File: src/rtl/mem_coalescer_pkg.sv
// Shared definitions for the memory-access coalescer: default geometry and FSM state encoding.
package mem_coalescer_pkg;

  localparam int N_LANES_DEF       = 32;
  localparam int N_LANES_LOG_DEF   = 5;
  localparam int ADDR_W_DEF        = 32;
  localparam int SEG_BYTES_LOG_DEF = 6;

  typedef enum logic [1:0] {
    ST_IDLE  = 2'd0,
    ST_ISSUE = 2'd1,
    ST_FIN   = 2'd2
  } state_e;

endpackage

File: src/rtl/mem_coalescer_first_one_enc.sv
// Lowest-set-bit priority encoder: returns the index of the lowest set bit plus an any-set flag.
module first_one_enc #(
  parameter int N     = 32,
  parameter int N_LOG = 5
) (
  input  logic [N-1:0]     vec_i,
  output logic [N_LOG-1:0] idx_o,
  output logic             any_o
);

  // Scan from the top down so the lowest set bit is the last to write idx_o.
  always_comb begin
    idx_o = '0;
    any_o = |vec_i;
    for (int i = N - 1; i >= 0; i--) begin
      if (vec_i[i]) idx_o = N_LOG'(i);
    end
  end

endmodule

File: src/rtl/mem_coalescer.sv
// Warp-wide memory coalescer: issues one transaction per distinct aligned segment
// touched by the active lanes, lowest lane first.
module mem_coalescer
  import mem_coalescer_pkg::*;
#(
  parameter int N_LANES       = N_LANES_DEF,
  parameter int N_LANES_LOG   = N_LANES_LOG_DEF,
  parameter int ADDR_W        = ADDR_W_DEF,
  parameter int SEG_BYTES_LOG = SEG_BYTES_LOG_DEF
) (
  input  logic                        clk,
  input  logic                        rst,
  input  logic                        req_valid,
  output logic                        req_ready,
  input  logic [N_LANES*ADDR_W-1:0]   req_addr,
  input  logic [N_LANES-1:0]          req_mask,
  output logic                        txn_valid,
  input  logic                        txn_ready,
  output logic [ADDR_W-SEG_BYTES_LOG-1:0] txn_seg,
  output logic [N_LANES-1:0]          txn_lanes,
  output logic [N_LANES_LOG-1:0]      txn_leader,
  output logic                        txn_last,
  output logic                        done,
  output logic [N_LANES_LOG:0]        txn_count
);

  localparam int SEG_W = ADDR_W - SEG_BYTES_LOG;

  state_e                        state_q, state_d;
  logic [N_LANES-1:0]            pend_q, pend_d;
  logic [N_LANES-1:0][SEG_W-1:0] seg_q, seg_d;
  logic [N_LANES_LOG:0]          cnt_q, cnt_d;

  logic [N_LANES-1:0][SEG_W-1:0]       req_seg;
  logic [N_LANES*SEG_BYTES_LOG-1:0]    offs_unused;
  logic [N_LANES_LOG-1:0]              lead_idx;
  logic                                lead_any;
  logic [SEG_W-1:0]                    lead_seg;
  logic [N_LANES-1:0]                  match;
  logic                                issuing;
  logic                                is_last;

  // Only the segment number of each lane address matters; byte offsets are dropped at capture.
  for (genvar g = 0; g < N_LANES; g++) begin : g_split
    assign req_seg[g] = req_addr[g*ADDR_W+SEG_BYTES_LOG +: SEG_W];
    assign offs_unused[g*SEG_BYTES_LOG +: SEG_BYTES_LOG] = req_addr[g*ADDR_W +: SEG_BYTES_LOG];
  end

  first_one_enc #(
    .N     (N_LANES),
    .N_LOG (N_LANES_LOG)
  ) u_lead (
    .vec_i (pend_q),
    .idx_o (lead_idx),
    .any_o (lead_any)
  );

  assign lead_seg = seg_q[lead_idx];

  always_comb begin
    match = '0;
    for (int i = 0; i < N_LANES; i++) begin
      match[i] = pend_q[i] && (seg_q[i] == lead_seg);
    end
  end

  assign issuing = (state_q == ST_ISSUE) && lead_any;
  assign is_last = ((pend_q & ~match) == '0);

  assign txn_valid  = issuing;
  assign txn_seg    = issuing ? lead_seg : '0;
  assign txn_lanes  = issuing ? match    : '0;
  assign txn_leader = issuing ? lead_idx : '0;
  assign txn_last   = issuing && is_last;
  assign txn_count  = cnt_q;

  always_comb begin
    state_d   = state_q;
    pend_d    = pend_q;
    seg_d     = seg_q;
    cnt_d     = cnt_q;
    req_ready = 1'b0;
    done      = 1'b0;
    case (state_q)
      ST_IDLE: begin
        req_ready = 1'b1;
        if (req_valid) begin
          pend_d  = req_mask;
          seg_d   = req_seg;
          cnt_d   = '0;
          state_d = (req_mask != '0) ? ST_ISSUE : ST_FIN;
        end
      end
      ST_ISSUE: begin
        if (!lead_any) begin
          state_d = ST_FIN;
        end else if (txn_ready) begin
          pend_d = pend_q & ~match;
          cnt_d  = cnt_q + 1'b1;
          if (is_last) state_d = ST_FIN;
        end
      end
      ST_FIN: begin
        done    = 1'b1;
        state_d = ST_IDLE;
      end
      default: state_d = ST_IDLE;
    endcase
  end

  always_ff @(posedge clk) begin
    if (rst) begin
      state_q <= ST_IDLE;
      pend_q  <= '0;
      seg_q   <= '0;
      cnt_q   <= '0;
    end else begin
      state_q <= state_d;
      pend_q  <= pend_d;
      seg_q   <= seg_d;
      cnt_q   <= cnt_d;
    end
  end

endmodule

File: config.mk
export PLATFORM = sky130hd
export DESIGN_NAME = mem_coalescer
export DESIGN_NICKNAME = d
export VERILOG_FILES = /design/src/rtl/mem_coalescer_pkg.sv /design/src/rtl/mem_coalescer_first_one_enc.sv /design/src/rtl/mem_coalescer.sv
export SDC_FILE = /design/constraint.sdc
export NUM_CORES = 2
export LEC_CHECK = 0
export CAP_MARGIN = 20
export CORE_AREA = 4 4 442 444
export DETAILED_ROUTE_END_ITERATION = 6
export DIE_AREA = 0 0 446 448
export PLACE_DENSITY = 0.43
export REMOVE_ABC_BUFFERS = 1
export SLEW_MARGIN = 20
export SYNTH_ARGS = -nofsm -noshare
export SYNTH_HDL_FRONTEND = slang
export SYNTH_HIERARCHICAL = 1
export SYNTH_SLANG_ARGS = --single-unit
File: constraint.sdc
create_clock -name clk -period 6.8 [get_ports clk]
set_clock_uncertainty 0.2 [all_clocks]
set_input_delay 1.36 -clock clk [delete_from_list [all_inputs] [get_ports clk]]
set_output_delay 1.36 -clock clk [all_outputs]
set_load 0.01 [all_outputs]
==> flow_summary.ini <==
; flow metrics
[outcome]
outcome = finished, violations left
violations = negative setup slack

[clock_network]
htree_levels = 3
cts_hold_buf = 0
cts_tree = done
cts_root_buffer = clkbuf_16
cts_buffer_depth = 3

[job]
tool_warnings = 249
maxCapViolations = 0

[drt]
routed-via-count = 51900
avgRoutedWirePerCell_um = 30.5
routed_wl_um = 314000
wl_met2_um = 149000
drt_iter0_drc = 4116
drt_pass1_iterations = 5
ant_nets = 0
met3_length_um = 17500
vias_per_cell = 5.03
top_layer = met5

[global_route]
grt_pass1_wl_um = 420000
antenna_found_initial = 47
grtUsageTotal = 0.299

[placed_design]
gp_congestion = 0.947
dp_hpwl_um = 248000
io_buffers = 940

[sta]
setup_viol = 33
period_needed_ns = 8.22
hold_ws_ns = 0.286
rsz0062_at_grt = yes
layout_setup_ws_ns = -1.42
max_freq_mhz = 122
relSlewSlack = 0.141
timing.final.crit_share = 1.21
worst_slew_pin_slew_ns = 1.29
final-max-slew-violation-count = 0

[floorplan]
fp.dieArea_sq_mm = 0.200
num_rows = 161
ios = 1133
fp_util = 0.248
die_w_um = 446

[worst_setup_path]
max_stage_delay_ns = 0.38
path_common_cell = buf_6
slowest_stage = nor4_4
path_max_fanout = 7
arrival_ns = 6.66
timing.rr.start = pend_q[28]
critPathRequiredTime_ns = 5.24
worstSetupPathType = reg -> out
critPathLaunchType = flip-flop
startpoint = pend_q[28]

[cells_and_area]
fin_nets = 8735
design_area_sq_mm = 0.0757
drive_gt1_frac = 0.213
synthToLayoutAreaGrowth_pct = 59.3

[yosys]
ys_ff = 872
edf_count = 0
ys.flop_type = dfxtp_1
ys_seq_frac = 0.367
synth_area_leader_cell = dfxtp_1
async_reset_ff_frac = 0
yosys-top-cells-area = dfxtp_1, nand2_1, xnor2_1
ys_chip_area_sq_mm = 0.0475
synth_cell_type_count = 49
syn_inst = 6092

[power_and_ir_drop]
powerDensity_mw_per_mm2 = 448
leakage_nw = 28.4

[min_path]
hold_class = reg -> reg
hold_start = seg_q[643]
==> critical path, delay by kind of cell (launching register included) <==
| kind | cells | cell delay, ns |
|---|---|---|
| DFF | 1 | 0.35 |
| and+or+nand+nor | 8 | 1.57 |
| AOI/OAI and AO/OA | 6 | 1.52 |
| xor gates and xnor gates | 1 | 0.15 |
| muxes | 1 | 0.22 |
| buffers and inverters | 12 | 1.97 |
==> flip-flops by register name, summed over array words and instances, names as in the netlist <==
name,cells
pend_q,32
seg_q,832
state_q,2
txn_count,6
==> per-layer routing <==
metal / global-route usage / vias to the layer above
met5: 0 / -
met4: 0.134 / 12
met3: 0.0451 / 495
met2: 0.504 / 1890
met1: 0.378 / 25600
li1: - / 23900
==> final timing paths <==
kind / endpoint / slack [ns] / cells after the start
min: seg_q[643] / 0.29 / 2
min reg2reg: seg_q[643] / 0.29 / 2
max reg2reg: state_q[0] / 0.51 / 26
max: txn_last / -1.42 / 28
==> area by class of cell <==
cell class              instances  area [sq um]
clock inverters                48           558
flip-flops and latches        872         17500
well taps                    2526          3160
inverters                       8          30.0
diodes                         26          65.1
fillers                     19700        116000
multi-input cells            4730         31100
clock buffers                 148          3060
repair buffers               1954         20300
==> power breakdown <==
group,switching (mW),leakage (nW),total (mW),internal [mW]
logic,11.4,19.4,21.8,10.4
registers,0.588,7.16,6.08,5.50
clock network,2.53,1.76,6.04,3.51
total,14.5,28.4,33.9,19.4
==> cell families (layout without fill, tap and decap cells) <==
family / after synthesis / after routing / share of synthesized area
and+or+nand+nor: 2232 / 2232 / 0.200
AOI/OAI and AO/OA: 1250 / 1250 / 0.145
DFF: 872 / 872 / 0.367
xor gates and xnor gates: 836 / 836 / 0.154
buffers and inverters: 490 / 2158 / 0.0431
muxes: 411 / 411 / 0.0895
adders and majority gates: 1 / 1 / 0.000263
other: 0 / 26 / 0
==> Yosys cell counts, types with 9 or more instances <==
cell type / instances
a21boi_1: 9
a21oi_1: 978
a22oi_1: 219
and2_1: 29
and4_1: 9
buf_1: 19
buf_2: 124
clkbuf_1: 330
dfxtp_1: 872
mux2i_1: 400
mux4_2: 10
nand2_1: 1778
nand3_1: 31
nand4_1: 169
nor2_1: 54
nor3_1: 30
nor4_1: 77
nor4_2: 26
o21ai_0: 21
xnor2_1: 724
xor2_1: 112
==> stage by stage <==
stage | util | TNS (ns) | instances
after floorplan | - | - | 5610
after global placement | 0.342 | -36.20 | 9843
after detailed placement | 0.342 | -30.06 | 9845
after CTS | 0.389 | -22.51 | 10200
after global routing | 0.395 | -23.73 | 10300
final | 0.395 | -19.23 | 10300
==> repair_timing <==
action,in CTS,in global routing
resized,736,167
endpoints found under the setup margin,60,47
pin swaps,199,93
cloned,17,2
setup buffers,194,66
Fig. 1: a small window of the routed layout
Window x 203 to 243, y 204 to 244 um. Cells in gray, sequential cells in the stronger gray; small squares are vias.
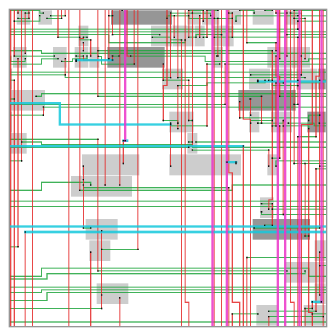
- metal 2: red
- metal 3: cyan
- metal 1: green
- metal 4: magenta
- cells with their middle in the window: 42
- most frequent: buf_4 (9), o21ai_0 (5), nand2_1 (4)
- sequential cells in the window: 4
- netlist names of flops here include: `pend_q` (4)

Fig. 2: clock routing
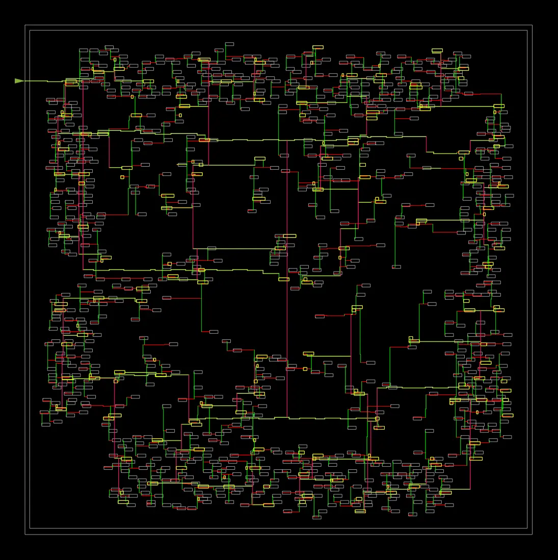
clk pwr: 6.04 mW
sequential cell count: 872
clk latency late pin: 0.79 ns
clock sinks: 872
CTS buffer count: 108

Power figures rest on the tool's default switching activity, not on a simulated workload.
